==> images/floorplan.png <==
The bar under the picture is 20 um long. Pins as bars on the die edge. Tap cells in grey.
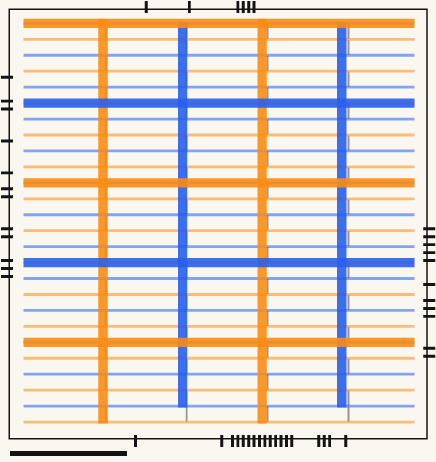
==> images/layers.png <==
Two of the layers only.
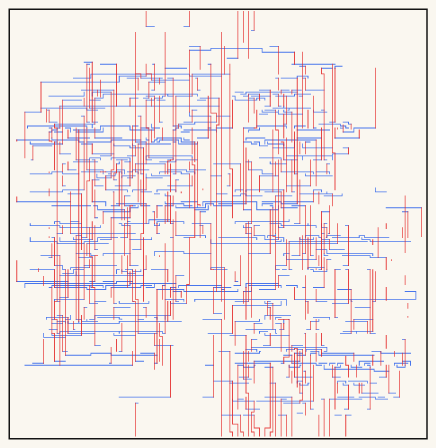
==> images/congestion_map.png <==
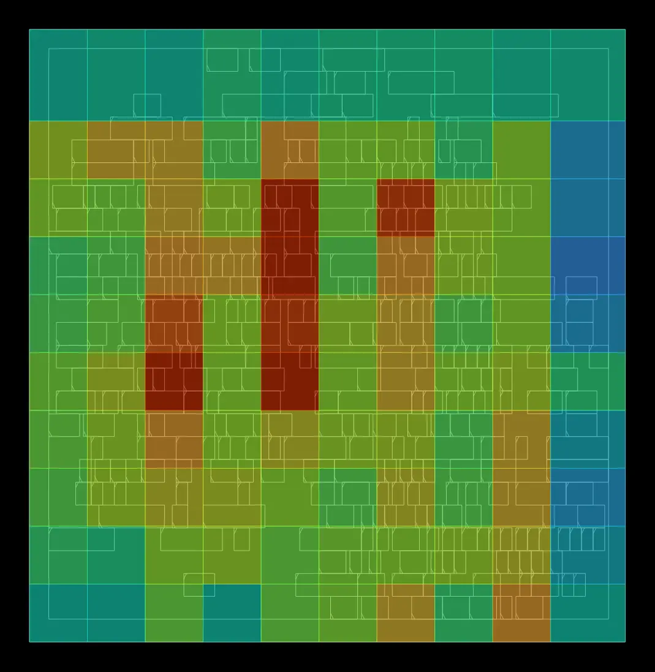
==> images/closeup.png <==
Region (41, 6) to (66, 31) um. Cells in grey, sequential cells in the stronger grey; small squares are vias.
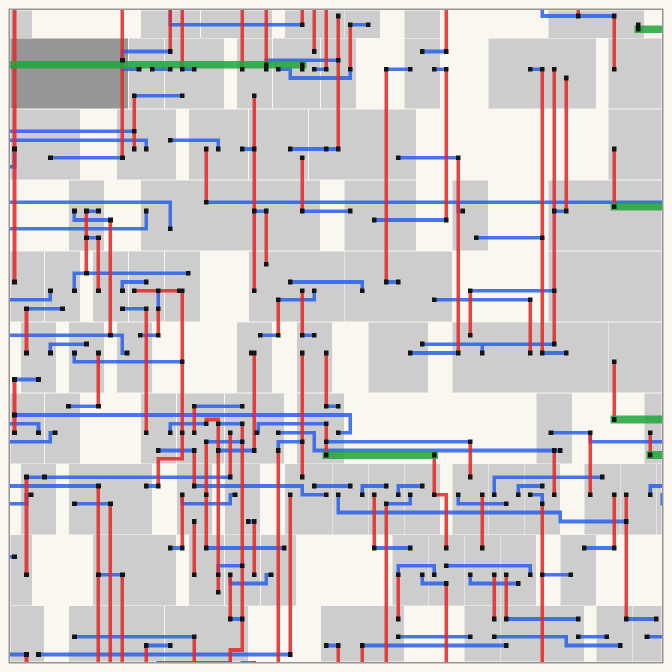
==> images/ff_map.png <==
Other sequential cells in the stronger grey, the rest of the logic in the fainter grey.
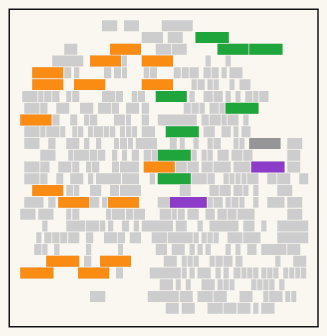
<file path="src/rtl/pipe_ctrl.sv">
// -----------------------------------------------------------------------------
// pipe_ctrl -- hazard and stall controller for a 5-stage in-order pipeline.
//
// Resolves three event classes in priority order:
//   1. data-memory wait  (freeze IF/ID/EX/MEM until dmem_ready or timeout)
//   2. taken branch/jump resolved in MEM (flush IF_ID and ID_EX)
//   3. load-use hazard   (one-cycle bubble inserted into EX)
//
// Ports:
//   clk, rst                 clock, synchronous active-high reset
//   rs1D, rs2D               source registers of the instruction in ID
//   rdE, mem_readE           destination / is-load of the instruction in EX
//   mem_readM, mem_writeM    MEM instruction is a load / store
//   branch_takenM            redirect resolved in MEM
//   dmem_ready               data memory completes the MEM access this cycle
//   stallF, stallD, stallE   hold PC, IF_ID, ID_EX
//   hold_M                   hold EX_MEM (freeze MEM stage)
//   flushD, flushE           clear IF_ID / ID_EX to NOP on next edge
//   mem_err                  registered one-cycle pulse on memory wait timeout
//   stall_cnt                saturating count of cycles with stallF=1
//   state_o                  current FSM state (IDLE=0, MEM_WAIT=1, LU_STALL=2)
// -----------------------------------------------------------------------------
module pipe_ctrl #(
    parameter logic [7:0] WAIT_MAX = 8'd255,
    parameter int         CNT_W    = 16
) (
    input  logic             clk,
    input  logic             rst,
    input  logic [4:0]       rs1D,
    input  logic [4:0]       rs2D,
    input  logic [4:0]       rdE,
    input  logic             mem_readE,
    input  logic             mem_readM,
    input  logic             mem_writeM,
    input  logic             branch_takenM,
    input  logic             dmem_ready,
    output logic             stallF,
    output logic             stallD,
    output logic             stallE,
    output logic             hold_M,
    output logic             flushD,
    output logic             flushE,
    output logic             mem_err,
    output logic [CNT_W-1:0] stall_cnt,
    output logic [1:0]       state_o
);

    typedef enum logic [1:0] {
        IDLE     = 2'd0,
        MEM_WAIT = 2'd1,
        LU_STALL = 2'd2,
        UNUSED   = 2'd3
    } state_t;

    state_t     state, state_next;
    logic [7:0] wait_cnt, wait_next;
    logic       err_next;

    logic memop, loaduse;
    logic hold;      // memory hold active this cycle
    logic evaluate;  // no hold: branch / load-use rules may act
    logic allow_lu;  // load-use may raise a stall in this state
    logic stallF_raw, stallD_raw, stallE_raw, hold_M_raw, flushD_raw, flushE_raw;

    assign memop   = mem_readM | mem_writeM;
    assign loaduse = mem_readE && (rdE != 5'd0) && ((rdE == rs1D) || (rdE == rs2D));

    // NOTE: every always_comb output gets a default before the case so no path
    // leaves a signal unassigned, which would otherwise infer a latch.
    always_comb begin
        state_next = IDLE;
        wait_next  = wait_cnt;
        err_next   = 1'b0;
        hold       = 1'b0;
        evaluate   = 1'b0;
        allow_lu   = 1'b0;
        stallF_raw = 1'b0;
        stallD_raw = 1'b0;
        stallE_raw = 1'b0;
        hold_M_raw = 1'b0;
        flushD_raw = 1'b0;
        flushE_raw = 1'b0;

        case (state)
            IDLE, LU_STALL: begin
                if (memop && !dmem_ready) begin
                    hold       = 1'b1;
                    state_next = MEM_WAIT;
                    wait_next  = 8'd1;  // this cycle is the first wait cycle
                end else begin
                    evaluate = 1'b1;
                    // The instruction in EX is a bubble during LU_STALL.
                    allow_lu = (state == IDLE);
                end
            end
            MEM_WAIT: begin
                if (dmem_ready) begin
                    wait_next = 8'd0;
                    evaluate  = 1'b1;
                    allow_lu  = 1'b1;
                end else if (wait_cnt >= WAIT_MAX) begin
                    wait_next = 8'd0;
                    err_next  = 1'b1;
                    evaluate  = 1'b1;
                    allow_lu  = 1'b1;
                end else begin
                    hold       = 1'b1;
                    state_next = MEM_WAIT;
                    wait_next  = wait_cnt + 8'd1;
                end
            end
            default: begin
                // Illegal encoding: drop to IDLE with all outputs low.
                wait_next = 8'd0;
            end
        endcase

        // ID and EX were frozen during a wait, so a pending hazard between
        // them is still live on the release cycle and is handled then.
        if (hold) begin
            stallF_raw = 1'b1;
            stallD_raw = 1'b1;
            stallE_raw = 1'b1;
            hold_M_raw = 1'b1;
        end else if (evaluate) begin
            if (branch_takenM) begin
                flushD_raw = 1'b1;
                flushE_raw = 1'b1;
            end else if (allow_lu && loaduse) begin
                stallF_raw = 1'b1;
                stallD_raw = 1'b1;
                flushE_raw = 1'b1;
                state_next = LU_STALL;
            end
        end
    end

    // Control outputs are forced low while reset is asserted.
    assign stallF  = stallF_raw & ~rst;
    assign stallD  = stallD_raw & ~rst;
    assign stallE  = stallE_raw & ~rst;
    assign hold_M  = hold_M_raw & ~rst;
    assign flushD  = flushD_raw & ~rst;
    assign flushE  = flushE_raw & ~rst;
    assign state_o = state;

    // NOTE: sequential state uses non-blocking assignments so every register
    // samples the pre-edge values regardless of statement order.
    always_ff @(posedge clk) begin
        if (rst) begin
            state     <= IDLE;
            wait_cnt  <= 8'd0;
            mem_err   <= 1'b0;
            stall_cnt <= '0;
        end else begin
            state    <= state_next;
            wait_cnt <= wait_next;
            mem_err  <= err_next;
            if (stallF && (stall_cnt != {CNT_W{1'b1}}))
                stall_cnt <= stall_cnt + 1'b1;
        end
    end

endmodule

</file>
<file path="config.mk">
export PLATFORM = sky130hd
export DESIGN_NAME = pipe_ctrl
export DESIGN_NICKNAME = d
export VERILOG_FILES = /design/src/rtl/pipe_ctrl.sv
export SDC_FILE = /design/constraint.sdc
export NUM_CORES = 1
export LEC_CHECK = 0
export ABC_AREA = 1
export CORE_AREA = 2 2 69 71
export CTS_BUF_LIST = sky130_fd_sc_hd__clkbuf_4 sky130_fd_sc_hd__clkbuf_8 sky130_fd_sc_hd__clkbuf_16
export CTS_CLUSTER_DIAMETER = 30
export CTS_CLUSTER_SIZE = 25
export DETAILED_ROUTE_END_ITERATION = 8
export DIE_AREA = 0 0 71 73
export PLACE_DENSITY = 0.68
export SYNTH_ARGS = -nofsm -noshare
export SYNTH_HDL_FRONTEND = slang
export SYNTH_SLANG_ARGS = --single-unit
</file>
<file path="constraint.sdc">
create_clock -name clk -period 2.05 [get_ports clk]
set_input_delay 0.41 -clock clk [delete_from_list [all_inputs] [get_ports clk]]
set_output_delay 0.41 -clock clk [all_outputs]
set_load 0.05 [all_outputs]
</file>
==> results_dict.tcl <==
# place-and-route summary
set metrics [dict create \
    worstHoldPathCells 1 \
    muxShareOfSynthArea 0 \
    drc_errors 0 \
    failing_checks "setup timing" \
    clock_buffers 3 \
    power_frac_comb 0.251 \
    met2_wirelength_mm 2.04 \
    placedInstanceArea_um2 2450 \
    report.final.setup_viol 3 \
    timing.critical_path.slowest_stage_cell "sky130_fd_sc_hd__dfxtp_2" \
    clockNetworkPower_w 0.000318 \
    routed-via-count 1844 \
    synth_adder_area_share 0.0144 \
    num-nonclk-inverters 32 \
    synth_top_cell_by_count "sky130_fd_sc_hd__nand2_1" \
    timing.slew.headroom 0.662 \
    flow.area_growth_from_synthesis_pct 49.5 \
    stdcell_count 388 \
    total_number_of_placement_rows 25 \
    min_period_over_period 1.04 \
    postCtsSetupRepairBufs 4 \
    initCoreUtil 0.384 \
    hp-class "reg2reg" \
    largest_reg_flops 16 \
    syn-cell-area_um2 1740 \
    synth.net_count 291 \
    min_delay_worst_endpoint "wait_cnt[6]" \
    max_freq_mhz 470 \
    non_clock_buffer_count 70 \
    required_ns 1.64 \
    gpl.final_weighted_congestion 0.862 \
    grt_start_max_net_pins 18 \
    sequence_of_cells_on_the_critical_path "ha_4 -> inv_2 -> nor2_2 -> nand2_2 -> nand2_4 -> buf_4 -> a21oi_4 -> o21bai_4 -> buf_12 -> buf_12" \
    synthTopCellsByArea "sky130_fd_sc_hd__dfxtp_1 (31%), sky130_fd_sc_hd__nand2_1 (16%), sky130_fd_sc_hd__nand3_1 (8.0%)" \
    average_instance_area_after_synthesis_um2 6.52 \
    floorplan.die.height_um 73 \
    max_capacitance_violation_total 0 \
    synth-cells-yosys 267 \
    final_critical_path_setup_slack_ns -0.0782 \
    detailedRoute.firstPassIterationCount 4 \
    insertion_delay_ns 0.28 \
    outcome "finished, violations left" \
    clockPowerShare 0.278 \
    netSwitchingFraction 0.296 \
    cts_num_sinks 27 \
    cp_common_cell "sky130_fd_sc_hd__buf_12" \
    postRouteAntennaNets 0 \
    synthDominantCellAreaShare 0.310 \
]
About floorplan.png:
Key: blue = VDD; orange = VSS
26 met1 rails follow the rows. 47 signal pins sit on the boundary. The core has 25 rows.

About layers.png:
Key: blue = M1 [wire length 1870 um]; red = M2 [wire length 2040 um]
aggregate routed wire length: 4.16 mm
Wirelength per Cell: 10.7 um

About congestion_map.png:
met2 Usage GRT: 0.316
fraction of met1 tracks used by global routing: 0.201
utilization after layout: 0.574

About closeup.png:
Key: blue = M1; red = M2; green = M3
Most frequent: nand2_1 (22), inv_1 (13). 72 logic cells have their middle in the window. Netlist names of flops here include state_o (1). Sequential cells in the window: 1.

About ff_map.png:
Key: purple = state_o [placed flops 2]; orange = stall_cnt [placed flops 16]; green = wait_cnt [placed flops 8]
Another 1 sequential cells are not coloured.

